**Floorplan with the power grid**

Bar = 20 µm. Pins as bars on the die edge.
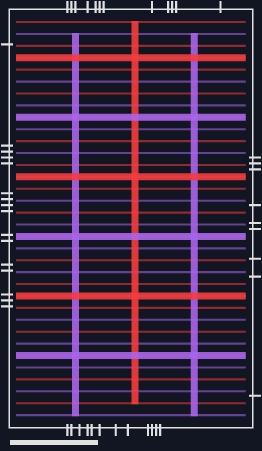
**Placed cells, one colour a class**

Fill, decap, tap and diode cells in grey.
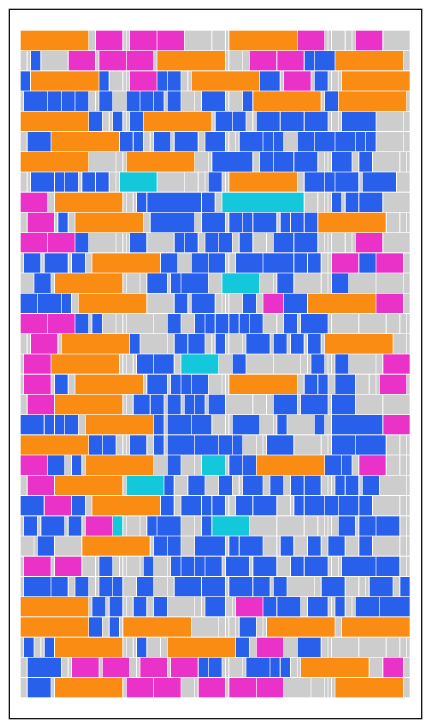
**Clock wires, drivers and flops**

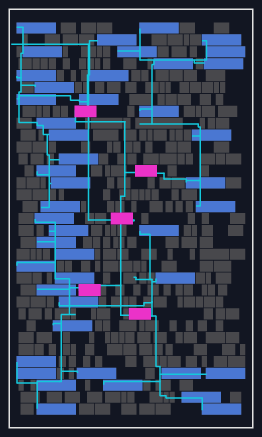
===== config.mk =====
export PLATFORM = sky130hd
export DESIGN_NAME = pulse_stretcher_flat
export DESIGN_NICKNAME = d
export VERILOG_FILES = /design/src/rtl/pulse_stretcher_if.sv /design/src/rtl/pulse_stretcher.sv /design/src/flat_wrapper.sv
export SDC_FILE = /design/constraint.sdc
export NUM_CORES = 1
export LEC_CHECK = 0
export CAP_MARGIN = 0
export CORE_ASPECT_RATIO = 1.75
export CORE_MARGIN = 1
export CORE_UTILIZATION = 58
export DETAILED_ROUTE_END_ITERATION = 8
export GPL_TIMING_DRIVEN = 1
export PLACE_DENSITY = 0.86
export SKIP_LAST_GASP = 1
export SLEW_MARGIN = 20
export SYNTH_ARGS = -nofsm -noshare
export SYNTH_HDL_FRONTEND = slang
export SYNTH_SLANG_ARGS = --single-unit

===== constraint.sdc =====
create_clock -name i_clk -period 6.5 [get_ports i_clk]
set_input_delay 1.3 -clock i_clk [delete_from_list [all_inputs] [get_ports i_clk]]
set_output_delay 1.3 -clock i_clk [all_outputs]
set_load 0.03 [all_outputs]

===== src/rtl/pulse_stretcher_if.sv =====
// Trigger/control and stretched-pulse status bundle for pulse_stretcher.
// The master drives the request and configuration side; the slave is the stretcher.
interface pulse_stretcher_if #(
  parameter int CNT_W  = 16,
  parameter int DROP_W = 8
);
  logic              i_enable;
  logic              i_trig;
  logic [CNT_W-1:0]  i_width;
  logic [CNT_W-1:0]  i_gap;
  logic              i_retrig;
  logic              i_clr_drop;
  logic              o_pulse;
  logic              o_busy;
  logic              o_done;
  logic [DROP_W-1:0] o_drop_cnt;

  modport master (
    output i_enable, i_trig, i_width, i_gap, i_retrig, i_clr_drop,
    input  o_pulse, o_busy, o_done, o_drop_cnt
  );

  modport slave (
    input  i_enable, i_trig, i_width, i_gap, i_retrig, i_clr_drop,
    output o_pulse, o_busy, o_done, o_drop_cnt
  );
endinterface


===== src/rtl/pulse_stretcher.sv =====
// Expands single-cycle triggers into a timed high pulse followed by an optional
// forced-low guard gap, and counts triggers that arrive while it cannot take them.
module pulse_stretcher #(
  parameter int CNT_W  = 16,
  parameter int DROP_W = 8
) (
  input  logic               i_clk,
  input  logic               i_reset,
  pulse_stretcher_if.slave   ps
);

  typedef enum logic [1:0] {
    IDLE = 2'd0,
    HIGH = 2'd1,
    GAP  = 2'd2
  } state_t;

  state_t            state;
  logic [CNT_W-1:0]  count;
  logic [CNT_W-1:0]  gap_len;
  logic              pulse;
  logic              busy;
  logic              done;
  logic [DROP_W-1:0] drop_cnt;
  logic              trig_drop;

  // A zero width still produces a one-cycle pulse.
  function automatic logic [CNT_W-1:0] width_floor(input logic [CNT_W-1:0] w);
    return (w == '0) ? CNT_W'(1) : w;
  endfunction

  function automatic logic [DROP_W-1:0] sat_inc(input logic [DROP_W-1:0] c);
    return (&c) ? c : c + 1'b1;
  endfunction

  // Drops only exist while enabled; a disabling cycle silently discards triggers.
  assign trig_drop = ps.i_enable && ps.i_trig &&
                     (((state == HIGH) && !ps.i_retrig) || (state == GAP));

  always_ff @(posedge i_clk or negedge i_reset) begin
    if (!i_reset) begin
      state    <= IDLE;
      count    <= '0;
      gap_len  <= '0;
      pulse    <= 1'b0;
      busy     <= 1'b0;
      done     <= 1'b0;
      drop_cnt <= '0;
    end else begin
      done <= 1'b0;

      if (ps.i_clr_drop)
        drop_cnt <= '0;
      else if (trig_drop)
        drop_cnt <= sat_inc(drop_cnt);

      if (!ps.i_enable) begin
        state   <= IDLE;
        count   <= '0;
        gap_len <= '0;
        pulse   <= 1'b0;
        busy    <= 1'b0;
      end else begin
        case (state)
          IDLE: begin
            if (ps.i_trig) begin
              state   <= HIGH;
              count   <= width_floor(ps.i_width);
              gap_len <= ps.i_gap;
              pulse   <= 1'b1;
              busy    <= 1'b1;
            end
          end

          HIGH: begin
            // A retrigger on the final high cycle still extends without a low glitch.
            if (ps.i_trig && ps.i_retrig) begin
              count   <= width_floor(ps.i_width);
              gap_len <= ps.i_gap;
            end else if (count == CNT_W'(1)) begin
              pulse <= 1'b0;
              done  <= 1'b1;
              if (gap_len != '0) begin
                state <= GAP;
                count <= gap_len;
              end else begin
                state <= IDLE;
                count <= '0;
                busy  <= 1'b0;
              end
            end else begin
              count <= count - 1'b1;
            end
          end

          GAP: begin
            if (count == CNT_W'(1)) begin
              state <= IDLE;
              count <= '0;
              busy  <= 1'b0;
            end else begin
              count <= count - 1'b1;
            end
          end

          default: begin
            state <= IDLE;
            count <= '0;
            pulse <= 1'b0;
            busy  <= 1'b0;
          end
        endcase
      end
    end
  end

  assign ps.o_pulse    = pulse;
  assign ps.o_busy     = busy;
  assign ps.o_done     = done;
  assign ps.o_drop_cnt = drop_cnt;

endmodule


===== src/flat_wrapper.sv =====
// flat-port wrapper written by rule: the top's interface ports become plain ports
module pulse_stretcher_flat 
#(
  parameter int CNT_W  = 16,
  parameter int DROP_W = 8
)
  (i_clk, i_reset, ps_i_enable, ps_i_trig, ps_i_width, ps_i_gap, ps_i_retrig, ps_i_clr_drop, ps_o_pulse, ps_o_busy, ps_o_done, ps_o_drop_cnt);
  pulse_stretcher_if #(.CNT_W(CNT_W), .DROP_W(DROP_W)) ps_i ();
  input  logic i_clk;
  input  logic i_reset;
  input wire logic [$bits(ps_i.i_enable)-1:0] ps_i_enable;
  input wire logic [$bits(ps_i.i_trig)-1:0] ps_i_trig;
  input wire logic [$bits(ps_i.i_width)-1:0] ps_i_width;
  input wire logic [$bits(ps_i.i_gap)-1:0] ps_i_gap;
  input wire logic [$bits(ps_i.i_retrig)-1:0] ps_i_retrig;
  input wire logic [$bits(ps_i.i_clr_drop)-1:0] ps_i_clr_drop;
  output wire logic [$bits(ps_i.o_pulse)-1:0] ps_o_pulse;
  output wire logic [$bits(ps_i.o_busy)-1:0] ps_o_busy;
  output wire logic [$bits(ps_i.o_done)-1:0] ps_o_done;
  output wire logic [$bits(ps_i.o_drop_cnt)-1:0] ps_o_drop_cnt;
  assign ps_i.i_enable = ps_i_enable;
  assign ps_i.i_trig = ps_i_trig;
  assign ps_i.i_width = ps_i_width;
  assign ps_i.i_gap = ps_i_gap;
  assign ps_i.i_retrig = ps_i_retrig;
  assign ps_i.i_clr_drop = ps_i_clr_drop;
  assign ps_o_pulse = ps_i.o_pulse;
  assign ps_o_busy = ps_i.o_busy;
  assign ps_o_done = ps_i.o_done;
  assign ps_o_drop_cnt = ps_i.o_drop_cnt;
  pulse_stretcher #(.CNT_W(CNT_W), .DROP_W(DROP_W)) u_core (.i_clk(i_clk), .i_reset(i_reset), .ps(ps_i));
endmodule

==> results.txt <==
Notes on the flow outputs.

- The highest achievable clock rate is 0.248 GHz.
- The number of DRC markers after the initial detailed-route iteration is 203.
- The total number of placement rows is 33.
- The top cell types in the final layout, fill and taps aside, are clkdlybuf4s50_1 (47), dfrtp_1 (45), o21ai_0 (33), nand3_1 (30), nor2_1 (22).
- The smallest hold slack reads 0.555 ns.
- Total global-route track usage over all layers is 0.348.
- The number of buffers created by CTS reads 5.
- The cell type with the largest total area after synthesis is dfrtp_1.
- Synthesis produced a netlist whose cell count is 334.
- Per STA, the startpoint of the critical path is ps_i_enable.
- Recorded from the global router log, the overflow total was 0.
- Counting flops with an async set or reset pin after synthesis yields a share of 1.00.
- The placer's final routability congestion estimate is 0.935.
- The clock passes through at most 2 buffers.
- The worst voltage drop across the vdd grid reads 0.212 mV.
- The main area contributors are dfrtp_1 (39%), o21ai_0 (5.9%), nand3_1 (5.2%).
- In the final run the clock tree shows a worst skew of 0.00317 ns.
- The post-cts sizing count is 0.
- The number of global-route vias before repair reads 2,780.
- The full die area is 5260 µm².
- Per Yosys stat, the portion of area used by sequential elements is 0.391.
- The synthesized flop and latch total reads 45.
- The net count reported at finish is 414.
- The critical path's top delay family is simple AND/OR/NAND/NOR gates.
- The net count after synthesis is 375.
- The maximum number of pins on one net before global-route repair reads 46.
- Walking the worst path, the cells encountered are clkdlybuf4s50_1 > nand2b_1 > nand2b_1 > nor2_1 > a22oi_1 > a32o_1 > a41oi_1.
- Counting only logic cells after layout, the most numerous master is clkdlybuf4s50_1.
- Counting tap cells, the placed design contains a total of 418 instances.
- The remaining max-slew budget at the tightest pin is 0.335.
- The depth of the critical timing path with buffers and inverters included reads 7.
- Across all stage logs, warnings added up to 27.
- The chip area from the yosys synthesis statistics is 2880 µm².
- During synthesis, Yosys emitted a total of 0 warnings.
- The required time of the critical path is 6.71 ns.
- The minimum clock period after layout reads 4.04 ns.
- The share of layout cells above drive strength 1 is 0.0722.
- The startpoint of the lowest-slack hold path reads u_core.gap_len[9].
- The end point of the worst hold path reads u_core.count[9].
- In this design, the critical path's most frequently occurring cell is nand2b_1.
- According to the I/O placement log, the pin count is 49.
- The transition time of the tightest slew-check pin is 0.998 ns.
- The leakage power is 1.42 nW.
- The minimum setup slack among reg-to-reg paths is 3.84 ns.
- The capture point of the worst register-to-register path is recorded as u_core.count[11].
- The number of non-filler instances in the completed layout is 426.
- Per the post-CTS timing run, clock transition at the registers of the reported paths is 0.09 ns.
- The number of antenna-violating nets in the routed design is 0.
- The proportion of netlist area held by the largest area contributor is 0.391.
- The number of buffers added on ports is 48.
- The DRC violation count after routing is 0.
- In this run the layout overhead on the synthesized area is reported as 20.9%.
- STA classifies the critical path endpoint as a register.
- The share of the core area taken by cells at floorplan is 0.612.
- The synth_stat.txt file lists the number of cells as 334.
- Looking at the gate-level netlist, the highest instance count belongs to dfrtp_1.
- The global-route wire length before repair reads 14,000 µm.
- The total setup violations reported at the end of the flow reads 0.
- The cell type of the slowest stage on the worst timing path reads clkdlybuf4s50_1.
- The type of origin of the critical path reads a primary input.
- The post-detailed-route wirelength per cell is 20.6 µm.
- The synthesized area divided by synthesized cell count reads 8.62 µm².
- The count of cells along the worst hold path reads 2.
- The start of the worst register-to-register path reads u_core.count[4].
- The master cell of the clock root buffer reads clkbuf_8.
- The last element of the critical path reads u_core.count[15].
- The biggest cell delay along the critical path is 1.03 ns.
- Per the repair_timing log after CTS, setup buffers inserted total 0.
- The portion of the clock cycle consumed by the worst path in the final layout is 0.621.
- For the final routed database, the setup TNS stands at 0 ns.
- The via total after detailed routing reads 2,853.
- The number of cells on the worst reg-to-reg path is 6.
- Together, buffers and inverters on the worst path number 1.
- The count of endpoints failing hold in the final timing report reads 0.
- The cell area after synthesis reads 2880 µm².
- The dominant synthesized flop cell is dfrtp_1.
- The clock sink count reads 45.
- The hold buffer count at CTS is 0.
- The flow ran to the end, and the final reports show no timing, DRC or antenna violations.
- Per the summary, power density relative to cell area is 222 nW/µm².
- Pins over their slew limit in the final report were tallied at 0.
- The arrival time of data at the worst endpoint is listed as 4.25 ns.
- The number of inserted diodes reads 0.
- Before antenna repair, the detailed router went through 5 iterations.
-- 'floorplan with the power grid' (at the start) --
red -> VDD
purple -> VSS
met4 straps = 3
met1 rails = 34
met5 straps = 6
die boundary height: 95.2 µm
total core area: 4710 µm²

-- 'placed cells, one colour a class' (at the start) --
orange -> flops  # cells 45, share of their area 33%
blue -> combinational and other logic  # cells 272, share of their area 50%
magenta -> other buffers and delay cells  # cells 49, share of their area 14%
cyan -> clock drivers and dummy loads  # cells 8, share of their area 3.3%
sequential portion of the cell area: 0.324
cell area after layout: 3480 µm²

-- 'clock wires, drivers and flops' (at the start) --
magenta -> clock drivers  # count 5
cyan -> clock wires  # length 559 µm
blue -> flip-flops  # count 45
routed clock nets = 6
flops lie = spread over the die

[cells by family (layout without fill, tap and decap cells)]
kind of cell / count (synthesis) / after routing / synth area share
AND-OR/OR-AND: 97 / 97 / 0.227
flip-flops: 45 / 45 / 0.391
XOR/XNOR: 19 / 19 / 0.0578
multiplexers: 5 / 5 / 0.0182
AND/OR/NAND/NOR: 127 / 127 / 0.243
buffers and inverters: 38 / 78 / 0.0500
adder cells (fa/ha/maj): 3 / 3 / 0.0130
[report_power, final]
| group | switching, mW | internal [mW] |
|---|---|---|
| Sequential | 0.0288 | 0.302 |
| Combinational | 0.131 | 0.0947 |
| Clock | 0.101 | 0.116 |
| Total | 0.260 | 0.512 |
[layer usage]
metal | vias to the layer above | part of all wire | GRT usage
li1 | 1300 | - | -
met1 | 1331 | 0.37 | 0.383
met2 | 179 | 0.51 | 0.630
met3 | 43 | 0.066 | 0.0366
met4 | 0 | 0.058 | 0.227
met5 | - | 0 | 0
[state kept, by name, indices dropped and copies added (netlist names)]
signal / count
u_core.gap_len: 16
u_core.ps.o_drop_cnt: 8
u_core.count: 16
u_core.ps.o_busy: 1
u_core.ps.o_done: 1
u_core.state: 2
u_core.ps.o_pulse: 1
[cell type report]
cell class	count	area [µm²]	area share
tap	52	65.1	0.0187
inverter	21	78.8	0.0226
timing repair buffer	49	485	0.139
sequential	45	1130	0.324
clock buffer	6	72.6	0.0208
clock inverter	2	38.8	0.0111
multi-input combinational	251	1610	0.464
[through the flow]
step                area, µm²  setup slack (ns)   util  total power [mW]
floorplan                2880              3.79      -             0.475
global placement         3370              2.33  0.715             0.552
detailed placement       3370              2.27  0.715             0.554
CTS                      3480              2.53  0.739             0.767
global route             3480              2.19  0.740             0.802
finish                   3480              2.46  0.740             0.772
Power figures rest on the tool's default switching activity, not on a simulated workload.
